==> src/rtl/multi_clock_divider.sv <==
// Multi-channel speed-to-clock divider. A single shared restoring divider turns each channel's
// speed into a period length round-robin; per-channel counters swap periods only at boundaries.
module multi_clock_divider #(
  parameter int unsigned MAX_SPEED = 50000000,
  parameter int unsigned CHANNELS  = 4,
  parameter int unsigned WIDTH     = 26
) (
  input  logic                      clk,
  input  logic                      rst,
  input  logic [CHANNELS*WIDTH-1:0] speed,
  input  logic [CHANNELS-1:0]       enable,
  input  logic                      sync,
  output logic [CHANNELS-1:0]       clk_div,
  output logic [CHANNELS-1:0]       tick
);

  localparam int unsigned ChW  = (CHANNELS > 1) ? $clog2(CHANNELS) : 1;
  localparam int unsigned BitW = $clog2(WIDTH + 1);
  localparam logic [WIDTH-1:0] Dividend = WIDTH'(MAX_SPEED);
  localparam logic [WIDTH-1:0] MinDiv   = WIDTH'(2);

  typedef enum logic [1:0] {StLoad, StDiv, StWrite} state_e;

  state_e           state_q, state_d;
  logic [ChW-1:0]   ch_q, ch_d;
  logic [BitW-1:0]  bit_q, bit_d;
  logic [WIDTH-1:0] dsor_q, dsor_d;
  logic [WIDTH-1:0] rem_q, rem_d;
  // Holds the dividend; quotient bits shift in from the bottom as dividend bits leave the top.
  logic [WIDTH-1:0] quo_q, quo_d;

  logic [WIDTH:0]   rem_shift;
  logic [WIDTH-1:0] rem_sub;
  logic [WIDTH-1:0] speed_sel;
  logic             wr_en;
  logic [WIDTH-1:0] wr_val;

  logic [WIDTH-1:0] pend_q  [CHANNELS];
  logic [WIDTH-1:0] pend_d  [CHANNELS];
  logic [WIDTH-1:0] div_q   [CHANNELS];
  logic [WIDTH-1:0] div_d   [CHANNELS];
  logic [WIDTH-1:0] count_q [CHANNELS];
  logic [WIDTH-1:0] count_d [CHANNELS];
  logic [CHANNELS-1:0] at_end;
  logic [CHANNELS-1:0] clk_div_d;
  logic [CHANNELS-1:0] tick_d;

  assign rem_shift = {rem_q, quo_q[WIDTH-1]};
  // Only used when rem_shift >= dsor, where the difference always fits in WIDTH bits.
  assign rem_sub   = rem_shift[WIDTH-1:0] - dsor_q;

  always_comb begin
    speed_sel = '0;
    for (int i = 0; i < CHANNELS; i++) begin
      if (ch_q == ChW'(i)) speed_sel = speed[i*WIDTH +: WIDTH];
    end
  end

  always_comb begin
    state_d = state_q;
    ch_d    = ch_q;
    bit_d   = bit_q;
    dsor_d  = dsor_q;
    rem_d   = rem_q;
    quo_d   = quo_q;
    wr_en   = 1'b0;
    wr_val  = '0;
    unique case (state_q)
      StLoad: begin
        dsor_d  = speed_sel;
        rem_d   = '0;
        quo_d   = Dividend;
        bit_d   = '0;
        state_d = StDiv;
      end
      StDiv: begin
        if (rem_shift >= {1'b0, dsor_q}) begin
          rem_d = rem_sub;
          quo_d = {quo_q[WIDTH-2:0], 1'b1};
        end else begin
          rem_d = rem_shift[WIDTH-1:0];
          quo_d = {quo_q[WIDTH-2:0], 1'b0};
        end
        bit_d = bit_q + 1'b1;
        if (bit_q == BitW'(WIDTH - 1)) state_d = StWrite;
      end
      StWrite: begin
        wr_en = 1'b1;
        if (dsor_q == '0) begin
          wr_val = '0;
        end else if (quo_q < MinDiv) begin
          wr_val = MinDiv;
        end else begin
          wr_val = quo_q;
        end
        ch_d    = (ch_q == ChW'(CHANNELS - 1)) ? '0 : ch_q + 1'b1;
        state_d = StLoad;
      end
      default: state_d = StLoad;
    endcase
  end

  always_comb begin
    for (int i = 0; i < CHANNELS; i++) begin
      pend_d[i] = pend_q[i];
      if (wr_en && (ch_q == ChW'(i))) pend_d[i] = wr_val;

      at_end[i]  = (div_q[i] != '0) && (count_q[i] >= div_q[i] - 1'b1);
      div_d[i]   = div_q[i];
      count_d[i] = count_q[i] + 1'b1;
      // Every non-counting case also reloads the divisor, so new periods only land here.
      if (sync || !enable[i] || (div_q[i] == '0) || at_end[i]) begin
        count_d[i] = '0;
        div_d[i]   = pend_q[i];
      end

      clk_div_d[i] = enable[i] && (div_q[i] != '0) && (count_q[i] < (div_q[i] >> 1));
      tick_d[i]    = enable[i] && at_end[i] && !sync;
    end
  end

  always_ff @(posedge clk) begin
    if (rst) begin
      state_q <= StLoad;
      ch_q    <= '0;
      bit_q   <= '0;
      dsor_q  <= '0;
      rem_q   <= '0;
      quo_q   <= '0;
      clk_div <= '0;
      tick    <= '0;
      for (int i = 0; i < CHANNELS; i++) begin
        pend_q[i]  <= '0;
        div_q[i]   <= '0;
        count_q[i] <= '0;
      end
    end else begin
      state_q <= state_d;
      ch_q    <= ch_d;
      bit_q   <= bit_d;
      dsor_q  <= dsor_d;
      rem_q   <= rem_d;
      quo_q   <= quo_d;
      clk_div <= clk_div_d;
      tick    <= tick_d;
      for (int i = 0; i < CHANNELS; i++) begin
        pend_q[i]  <= pend_d[i];
        div_q[i]   <= div_d[i];
        count_q[i] <= count_d[i];
      end
    end
  end

endmodule

==> config.mk <==
export PLATFORM = sky130hd
export DESIGN_NAME = multi_clock_divider
export DESIGN_NICKNAME = d
export VERILOG_FILES = /design/src/rtl/multi_clock_divider.sv
export SDC_FILE = /design/constraint.sdc
export NUM_CORES = 1
export LEC_CHECK = 0
export CAP_MARGIN = 15
export CORE_MARGIN = 2
export CORE_UTILIZATION = 44
export CTS_BUF_LIST = sky130_fd_sc_hd__clkbuf_2
export DETAILED_ROUTE_END_ITERATION = 16
export GPL_TIMING_DRIVEN = 0
export HOLD_SLACK_MARGIN = 0.05
export PLACE_DENSITY = 0.74
export SYNTH_ARGS = -nofsm -noshare
export SYNTH_HDL_FRONTEND = slang
export SYNTH_SLANG_ARGS = --single-unit
==> constraint.sdc <==
create_clock -name clk -period 4 [get_ports clk]
set_input_delay 1.2 -clock clk [delete_from_list [all_inputs] [get_ports clk]]
set_output_delay 1.2 -clock clk [all_outputs]
set_load 0.05 [all_outputs]
flops_by_reg.png
Drawn at 2 px/um. Other sequential cells in the stronger grey, the rest of the logic in the fainter grey.
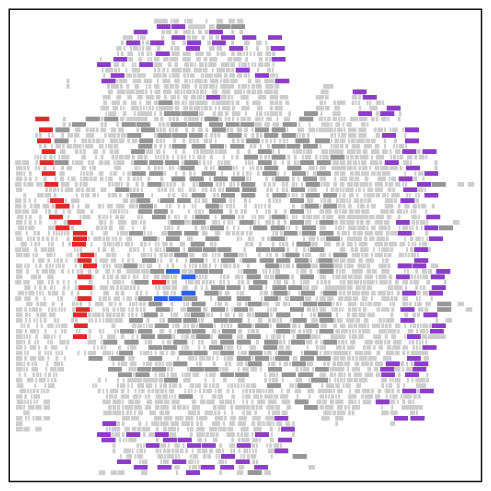
| colour | signal | placed flops |
|---|---|---|
| purple | `count_q` | 104 |
| blue | `bit_q` | 5 |
| red | `dsor_q` | 26 |
Final Core Density: 52.0%
power attributed to sequential cells: 0.00432 W

wires.png
Drawn at 1.5 px/um. Two of the layers only.
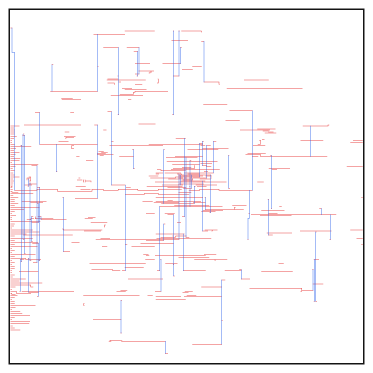
| colour | layer | wire length |
|---|---|---|
| blue | metal 4 | 2,020 um |
| red | metal 3 | 3,690 um |

## sequential cells by signal, summed over array words and instances, names as in the netlist
register,flops
clk_div,4
div_q,104
bit_q,5
tick,4
ch_q,2
dsor_q,26
rem_q,26
pend_q,104
state_q,2
count_q,104
quo_q,26
## worst max-delay path: cells and delay by family (launching register included)
family	cells	cell delay, ns
AND-OR/OR-AND	5	0.85
adder cells (fa/ha/maj)	1	0.28
buffers and inverters	4	0.55
flip-flops	1	0.38
AND/OR/NAND/NOR	8	1.62
XOR/XNOR	1	0.19
## through the flow
step	setup TNS [ns]	cell area [sq um]	hold WS [ns]	power [W]
2_1_floorplan	0	23600	0.431	0.00604
3_3_place_gp	-71.27	25600	0.445	0.00663
3_5_place_dp	-81.46	25600	0.449	0.00665
4_1_cts	0	26800	0.462	0.00961
5_1_grt	-4.81	27400	0.480	0.0101
6_report	0	27400	0.461	0.00956
## cell usage after synthesis (all sizes together), types with 10 or more instances
cell type / instances / area share, %
a22oi: 52 / 1.7
inv: 163 / 2.6
a211oi: 14 / 0.50
dfxtp: 407 / 35
o21ai: 121 / 2.6
a21o: 74 / 2.4
clkbuf: 99 / 1.6
nor3: 39 / 0.83
nor2b: 16 / 0.42
nand3: 133 / 2.8
a32oi: 13 / 0.48
nor4: 41 / 1.1
xor2: 72 / 2.7
nor2: 434 / 7.0
and3: 28 / 0.74
ha: 244 / 13
nand2b: 18 / 0.48
nand2: 291 / 4.7
nand4: 56 / 1.5
buf: 34 / 0.89
xnor2: 138 / 5.1
and2: 10 / 0.27
a21oi: 231 / 4.9
a22o: 14 / 0.52
mux2i: 81 / 3.4
## what timing repair did
item / CTS / global route
resized: 33 / 80
gates cloned: 0 / 3
pin swaps: 8 / 49
hold buffers: 0 / 0
buffers inserted: 9 / 34
setup endpoints to repair: 203 / 193
==> job_summary.md <==
## Implementation flow summary

| Metric | Value |
|---|---|
| Global-route met2 utilization | `36.9%` |
| Combinational cell power | `0.00228 W` |
| Fin crit period | `3.93 ns` |
| Syn Area/Cell | `8.08 sq um` |
| Net count after synthesis | `~3,300` |
| Worst hold path type | `reg2reg` |
| Net switching power of the design | `0.00320 W` |
| CTS max path bufs | `3` |
| DR top layer | `met4` |
| Hold Violations, Final | `0` |
| Sequential fraction of design power | `45.2%` |
| Number of remaining DRC errors | `0` |
| Reg-to-reg slack, setup | `approximately 0.074 ns` |
| Maximum number of pins on one net before global-route repair | `15` |
| Ys cells | `2,917` |
| Complex-gate fraction of the synthesized area | `15.3%` |
| Critical Path Source Type | `flop` |
| Met1 Routed Length | `27.9 mm` |
| HPWL after detailed placement | `between 40 and 50 mm` |
| Area of the chip | `roughly 55,000 sq um` |
| Reg-to-reg critical path endpoint | `count_q[3][14]` |
| Total Routed Length | `62.7 mm` |
| Critical R2R Launch | `div_q[3][8]` |
| Critical Path Source | `div_q[3][8]` |
| Data-path buffer share of cell area in the final layout | `8.02%` |
| Internal power | `between 0.006 and 0.007 W` |
| Synth Register Bits | `about 410` |
| Worst clock skew | `around 0.073 ns` |
| Comb power frac | `23.8%` |
| Tally of yosys warning messages | `0` |
| Seq cells | `407` |
| Antenna cells | `1` |
| Worst Max-Slew Pin Slew | `about 1.1 ns` |
| Via Count | `21,300` |
| Post-synthesis async set-or-reset flop share | `0%` |
| Tally of non-filler cells in the final layout | `approximately 3,900` |
| Placed instance count | `3,722` |
| Largest class | `combinational gates` |
| Met2 Routed Length | `29.1 mm` |
| Post-placement setup slack | `-0.696 ns` |
| Insertion Delay late pin | `1.04 ns` |
| Stage-log warning count | `36` |
| Final net count | `between 3,000 and 4,000` |
| Slowest CP cell | `sky130_fd_sc_hd__dfxtp_4` |
| End point of the most critical hold path | `pend_q[0][2]` |
| Most common cell after layout, fill and taps aside | `sky130_fd_sc_hd__nor2_1` |
| Nonclk inv count | `163` |
| Final setup violation count | `0` |
| Fraction of standard cell area in multi-input logic | `53.3%` |
| Yosys Chip Area | `23,600 sq um` |
| Global-route usage over all layers | `21.9%` |
| Storage cell area | `8170 sq um` |
| MUX share of area | `3.44%` |
| Relative slew margins | `27.7%` |
| Avg WL per Cell | `15.9 um` |
| Number of buffers inserted by port buffering | `117` |
| Via-to-Cell Ratio | `around 5.4` |
| Clock network power | `0.00296 W` |
| GR met1 Demand/Resource | `27.8%` |
| Power per cell area | `348 nW/um^2` |
| Top logic family | `simple AND/OR/NAND/NOR gates` |
| Gr busiest metal | `met2` |
| Peak supply drop | `342 uV` |
| Final worst path period share | `between 90% and 100%` |
| Area of the mapped netlist | `23,600 sq um` |
| Setup crit end kind | `flop` |
| Required @ worst endpoint | `4.92 ns` |
| Outcome | `finished clean` |
| Worst min-delay path startpoint | `pend_q[0][2]` |
| CTS sink cnt | `407` |
| Number of antenna violations at the first check in global routing | `1` |
| Final Slew Violations | `0` |
| Floorplan die width | `235 um` |
| Detailed-routing iteration count for the pre-antenna-repair pass | `5` |
| Worst setup slack after layout | `around 0.074 ns` |
| Met3 track demand over resource in global routing | `3.86%` |
| Antenna Nets Post-Route | `0` |
| Post-synth cell types | `65` |
| Placeable core region | `52,800 sq um` |
| Nonclk buf count | `295` |
| Setup repair after global routing missed its margin | `true` |
| Static Leak | `around 12 nW` |
| Fraction of final layout cells with drive strength greater than 1 | `9.77%` |
| Worst r2r path cells | `19` |
| Floorplan core density | `~45%` |
| TritonCTS buffer count | `102` |
| TritonCTS clock tree | `done` |
| Crit path capture | `count_q[3][14]` |
| Via count of the first global-routing pass | `~20,000` |
Power figures rest on the tool's default switching activity, not on a simulated workload.
